--- config.mk ---
export PLATFORM = sky130hd
export DESIGN_NAME = muldiv_ctrl
export DESIGN_NICKNAME = d
export VERILOG_FILES = /design/src/rtl/muldiv_ctrl_pkg.sv /design/src/rtl/muldiv_ctrl_md_step.sv /design/src/rtl/muldiv_ctrl.sv
export SDC_FILE = /design/constraint.sdc
export NUM_CORES = 1
export LEC_CHECK = 0
export ABC_CLOCK_PERIOD_IN_PS = 17100
export CAP_MARGIN = 15
export CORE_MARGIN = 3
export CORE_UTILIZATION = 45
export DETAILED_ROUTE_END_ITERATION = 10
export PLACE_DENSITY = 0.65
export SLEW_MARGIN = 0
export SYNTH_ARGS = -nofsm -noshare
export SYNTH_HDL_FRONTEND = slang
export SYNTH_SLANG_ARGS = --single-unit
--- constraint.sdc ---
create_clock -name i_clock -period 17.1 [get_ports i_clock]
set_input_delay 3.42 -clock i_clock [delete_from_list [all_inputs] [get_ports i_clock]]
set_output_delay 3.42 -clock i_clock [all_outputs]
set_load 0.01 [all_outputs]
--- src/rtl/muldiv_ctrl_pkg.sv ---
// Shared definitions for the multiply/divide sequencer: execute-stage aluop
// encodings (identical to the decode-stage values), FSM states and step modes.
package muldiv_ctrl_pkg;

  localparam logic [5:0] MULT_OP = 6'b000010;
  localparam logic [5:0] DIV_OP  = 6'b000011;
  localparam logic [5:0] MFHI_OP = 6'b000100;
  localparam logic [5:0] MFLO_OP = 6'b000101;

  typedef enum logic [1:0] {
    IDLE = 2'd0,
    RUN  = 2'd1,
    FIX  = 2'd2
  } md_state_t;

  typedef enum logic {
    MD_MUL = 1'b0,
    MD_DIV = 1'b1
  } md_mode_t;

  // Ops that start an iterative operation.
  function automatic logic is_muldiv(input logic [5:0] op);
    return (op == MULT_OP) || (op == DIV_OP);
  endfunction

  // Ops that must wait while an operation is in flight.
  function automatic logic is_md_user(input logic [5:0] op);
    return (op == MULT_OP) || (op == DIV_OP) || (op == MFHI_OP) || (op == MFLO_OP);
  endfunction

endpackage

--- src/rtl/muldiv_ctrl_md_step.sv ---
// One combinational iteration of the shared mul/div datapath.
// mul: acc = {partial product, remaining multiplier bits}; shift-add, LSB first.
// div: acc = {partial remainder, remaining dividend / quotient bits}; restoring step.
module muldiv_ctrl_md_step
  import muldiv_ctrl_pkg::*;
#(
  parameter int unsigned WIDTH = 32
) (
  input  md_mode_t             i_mode,
  input  logic [2*WIDTH-1:0]   i_acc,
  input  logic [WIDTH-1:0]     i_operand,
  output logic [2*WIDTH-1:0]   o_acc
);

  logic [WIDTH:0] w_sum;
  logic [WIDTH:0] w_rem_sh;
  logic [WIDTH:0] w_diff;

  // Single shift-add or shift-subtract step selected by mode.
  always_comb begin
    w_sum    = {1'b0, i_acc[2*WIDTH-1:WIDTH]} + {1'b0, i_operand};
    w_rem_sh = {i_acc[2*WIDTH-1:WIDTH], i_acc[WIDTH-1]};
    w_diff   = w_rem_sh - {1'b0, i_operand};
    o_acc    = i_acc;
    if (i_mode == MD_MUL) begin
      // Carry out of the add lands in the top bit as the accumulator shifts right.
      if (i_acc[0]) o_acc = {w_sum, i_acc[WIDTH-1:1]};
      else          o_acc = {1'b0, i_acc[2*WIDTH-1:1]};
    end else begin
      // w_diff[WIDTH] set means the trial subtract borrowed: restore, quotient bit 0.
      if (!w_diff[WIDTH]) o_acc = {w_diff[WIDTH-1:0], i_acc[WIDTH-2:0], 1'b1};
      else                o_acc = {w_rem_sh[WIDTH-1:0], i_acc[WIDTH-2:0], 1'b0};
    end
  end

endmodule

--- src/rtl/muldiv_ctrl.sv ---
// Multiply/divide sequencer beside the execute-stage ALU. Owns HI/LO, runs
// MULT(U)/DIV(U) over ITERS cycles on a shared step datapath, stalls execute
// while a later mul/div or HI/LO read has to wait.
module muldiv_ctrl
  import muldiv_ctrl_pkg::*;
#(
  parameter int unsigned WIDTH = 32,
  parameter int unsigned ITERS = WIDTH  // must equal WIDTH
) (
  input  logic             i_clock,
  input  logic             i_reset,
  input  logic [5:0]       i_aluop,
  input  logic             i_issue,
  input  logic             i_is_signed,
  input  logic [WIDTH-1:0] i_op_a,
  input  logic [WIDTH-1:0] i_op_b,
  output logic [WIDTH-1:0] o_hi,
  output logic [WIDTH-1:0] o_lo,
  output logic [WIDTH-1:0] o_rd_data,
  output logic             o_busy,
  output logic             o_stall,
  output logic             o_done,
  output logic             o_div_zero
);

  localparam int unsigned CW = (ITERS > 1) ? $clog2(ITERS) : 1;
  localparam logic [CW-1:0] LastCnt = CW'(ITERS - 1);

  md_state_t          r_state, w_state_nxt;
  logic [CW-1:0]      r_count;
  md_mode_t           r_mode;
  logic               r_signed, r_sign_a, r_sign_b, r_dz;
  logic [2*WIDTH-1:0] r_acc;
  logic [WIDTH-1:0]   r_operand;
  logic [WIDTH-1:0]   r_hi, r_lo;
  logic               r_div_zero;

  logic               w_accept, w_is_div, w_div_zero_op;
  logic [WIDTH-1:0]   w_mag_a, w_mag_b;
  logic [2*WIDTH-1:0] w_step_acc;
  logic [2*WIDTH-1:0] w_prod;
  logic [WIDTH-1:0]   w_quo, w_rem;
  logic [WIDTH-1:0]   w_fix_hi, w_fix_lo;

  assign w_accept      = (r_state == IDLE) && i_issue && is_muldiv(i_aluop);
  assign w_is_div      = (i_aluop == DIV_OP);
  assign w_div_zero_op = w_is_div && (i_op_b == '0);
  assign w_mag_a       = (i_is_signed && i_op_a[WIDTH-1]) ? -i_op_a : i_op_a;
  assign w_mag_b       = (i_is_signed && i_op_b[WIDTH-1]) ? -i_op_b : i_op_b;
  assign o_div_zero    = r_div_zero;

  muldiv_ctrl_md_step #(
    .WIDTH(WIDTH)
  ) u_md_step (
    .i_mode   (r_mode),
    .i_acc    (r_acc),
    .i_operand(r_operand),
    .o_acc    (w_step_acc)
  );

  // State register; reset aborts any operation in flight.
  always_ff @(posedge i_clock or posedge i_reset) begin
    if (i_reset) r_state <= IDLE;
    else         r_state <= w_state_nxt;
  end

  // Next state and control/output decode.
  always_comb begin
    w_state_nxt = r_state;
    o_busy      = (r_state != IDLE);
    o_done      = 1'b0;
    o_hi        = r_hi;
    o_lo        = r_lo;
    unique case (r_state)
      IDLE: if (w_accept) w_state_nxt = w_div_zero_op ? FIX : RUN;
      RUN:  if (r_count == LastCnt) w_state_nxt = FIX;
      FIX: begin
        // The new result is visible on HI/LO in the done cycle itself.
        w_state_nxt = IDLE;
        o_done      = 1'b1;
        o_hi        = w_fix_hi;
        o_lo        = w_fix_lo;
      end
      default: w_state_nxt = IDLE;
    endcase
    o_stall   = i_issue && o_busy && is_md_user(i_aluop);
    o_rd_data = (i_aluop == MFHI_OP) ? o_hi : (i_aluop == MFLO_OP) ? o_lo : '0;
  end

  // Sign fixup of the unsigned magnitude result.
  always_comb begin
    w_prod = (r_signed && (r_sign_a ^ r_sign_b)) ? -r_acc : r_acc;
    w_quo  = (r_signed && (r_sign_a ^ r_sign_b)) ? -r_acc[WIDTH-1:0] : r_acc[WIDTH-1:0];
    w_rem  = (r_signed && r_sign_a) ? -r_acc[2*WIDTH-1:WIDTH] : r_acc[2*WIDTH-1:WIDTH];
    if (r_dz) begin
      w_fix_hi = r_acc[WIDTH-1:0];  // raw dividend kept for the divide-by-zero case
      w_fix_lo = '1;
    end else if (r_mode == MD_MUL) begin
      w_fix_hi = w_prod[2*WIDTH-1:WIDTH];
      w_fix_lo = w_prod[WIDTH-1:0];
    end else begin
      w_fix_hi = w_rem;
      w_fix_lo = w_quo;
    end
  end

  // Operand latch, iteration, and HI/LO write-back.
  always_ff @(posedge i_clock or posedge i_reset) begin
    if (i_reset) begin
      r_count    <= '0;
      r_mode     <= MD_MUL;
      r_signed   <= 1'b0;
      r_sign_a   <= 1'b0;
      r_sign_b   <= 1'b0;
      r_dz       <= 1'b0;
      r_acc      <= '0;
      r_operand  <= '0;
      r_hi       <= '0;
      r_lo       <= '0;
      r_div_zero <= 1'b0;
    end else if (w_accept) begin
      r_count    <= '0;
      r_mode     <= w_is_div ? MD_DIV : MD_MUL;
      r_signed   <= i_is_signed;
      r_sign_a   <= i_op_a[WIDTH-1];
      r_sign_b   <= i_op_b[WIDTH-1];
      r_dz       <= w_div_zero_op;
      r_div_zero <= w_div_zero_op;
      if (!w_is_div)         r_acc <= {{WIDTH{1'b0}}, w_mag_b};
      else if (w_div_zero_op) r_acc <= {{WIDTH{1'b0}}, i_op_a};
      else                   r_acc <= {{WIDTH{1'b0}}, w_mag_a};
      r_operand  <= w_is_div ? w_mag_b : w_mag_a;
    end else if (r_state == RUN) begin
      r_acc   <= w_step_acc;
      r_count <= r_count + CW'(1);
    end else if (r_state == FIX) begin
      r_hi <= w_fix_hi;
      r_lo <= w_fix_lo;
    end
  end

endmodule

ff_map.png
Scale: 2 px per micron. Other sequential cells in the stronger gray, the rest of the logic in the fainter gray.
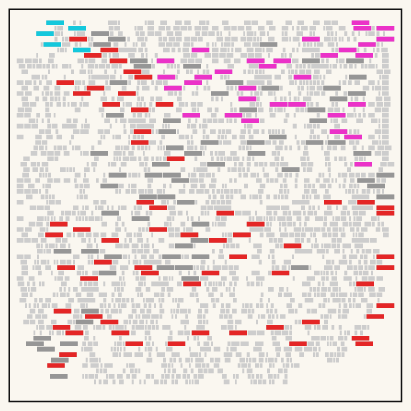
| signal | color | flops |
|---|---|---|
| r_lo | magenta | 32 |
| r_count | cyan | 5 |
| r_acc | red | 64 |

util_map.png
Scale: 1.5 px per micron. The die is cut into 20 by 20 equal tiles; dark purple is low, yellow is high, 0 to 100% covered.
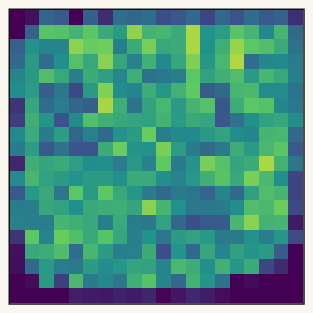
fullest tile: 88%
emptiest ninth of the die: south-east
mean over tiles: 47%
nearly empty tiles: 5.0%
tiles over 75% full: 6.2%

gates.png
Scale: 2 px per micron.
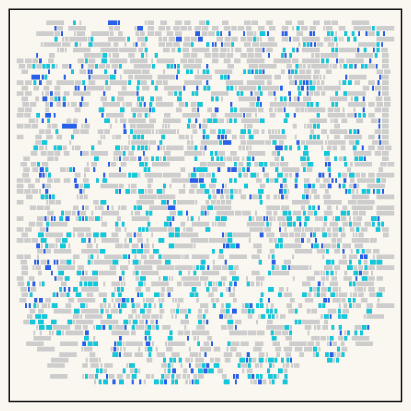
| family | color | cells | most used | where |
|---|---|---|---|---|
| nor cells | blue | 301 | nor2_1 | widely spread |
| aoi and oai cells | cyan | 593 | a21oi_1 | widely spread |

port_trees.png
Scale: 2 px per micron.
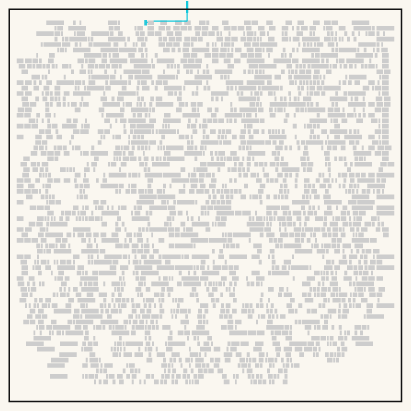
| port | color | direction | end cells | wire |
|---|---|---|---|---|
| o_busy | cyan | output | 1 | 22.5 microns |

==> metrics.csv <==
stage,metric,value,unit
worst_setup_path,cp_top_family,simple AND/OR/NAND/NOR gates,
grt,use_met2,50.30,%
floorplan,core,34970,sq um
power,p_seq,0.000867,W
final_layout,regMostFlops,r_acc,
synthesis,ys_top_logic_family,AND-OR/OR-AND gates,
power,powerClk,0.000395,W
worst_setup_path,cp-end-kind,output pin,
synthesis,syn_area,16150,sq um
grt,grt_util_met3,5.193,%
final_layout,diodes,0,
synthesis,most_common_cell,nand2_1,
clocking,cts_tree,yes,
timing,worst_slack,7.587,ns
grt,overflow,0,
final_layout,nClkBuffers,19,
drt,dr.pass1.iters,6,
hold_path,min_to,r_hi[0]$_DFFE_PP0P_,
synthesis,yosysWarnings,0,
flow_run,maxCapViolations,0,
drt,route.met3.wl,4957,microns
timing,report.final.slew_viol_count,0,
worst_setup_path,crit_chain,clkdlybuf4s50_1 -> or3_1 -> or3b_2 -> nor2_1 -> nand2_1 -> o41ai_1 -> clkdlybuf4s50_1,
final_layout,drive_above_1_share,4.318,%
synthesis,ys_sh_xor,9.980,%
drt,viasPerCell,6.394,
clocking,cts-root-buf,clkbuf_16,
clocking,post-cts-setup-buffers,0,
worst_setup_path,crit_top_cell,clkdlybuf4s50_1,
clocking,numCtsBuffers,17,
clocking,cts_max_level,4,
timing,slew_headroom,37.19,%
drt,vias,16980,
grt,antenna_found_initial,0,
hold_path,holdCritStartpoint,r_hi[0]$_DFFE_PP0P_,
synthesis,yosys-top-cells-count,"219 x nand2_1, 211 x a21oi_1, 206 x nor2_1, 172 x dfrtp_1, 159 x o21ai_0",
power,vdd_drop_max,0.1319,mV
floorplan,die_h,195.4,microns
final_layout,num-fill-cells,3373,
clocking,cts-hold-fix-buffers,0,
synthesis,ys_ff,172,
final_layout,largest_reg_flops,64,
power,pg_comb,0.00224,W
drt,met1_length,28130,microns
clocking,cts.clk_slew.worst_paths,0.07,ns
floorplan,fp-row-count,68,
timing,rsz0062_at_grt,no,
drt,wl_met2,28420,microns
power,maxPowerGroup,combinational cells,
floorplan,dieArea,38190,sq um
grt,grt_max_degree,87,
drt,routed.top_layer,met4,
synthesis,synth_cell_types,83,
synthesis,ys_cells,2116,
floorplan,io_pins,174,
power,power.density,187.6,nW/um^2
drt,wl_per_cell,23.93,microns
final_layout,buffers,199,
grt,first_global_vias,15650,
final_layout,buf_share,10.31,%
worst_setup_path,cp.arrival,6.09,ns
flow_run,warnings,26,
placement,dp_slack,7.598,ns
worst_setup_path,cp.depth,7,
final_layout,design_area,18690,sq um
final_layout,seq_cells,172,
placement,routabilityCongestion,0.9992,
final_layout,nonClockInverterCount,75,
final_layout,largest_class,logic gates,
timing,hold_viol,0,
synthesis,synthCells,2116,
hold_path,hp-class,reg2reg,
grt,grt_pass1_wl,96570,microns
grt,grt_use_total,32.29,%
drt,drt_iter0_markers,1512,
floorplan,fp_util,46.18,%
synthesis,yosys.stat.seqShare,26.65,%
worst_setup_path,critPathMaxFanout,21,
power,power.switching,0.001813,W
worst_setup_path,startpoint_type,input port,
drt,wirelength,63540,microns
run_status,status,"complete, no violations",
timing,min_period_over_period,55.63,%
No activity file was given, so power comes from the tool's default toggle rates.
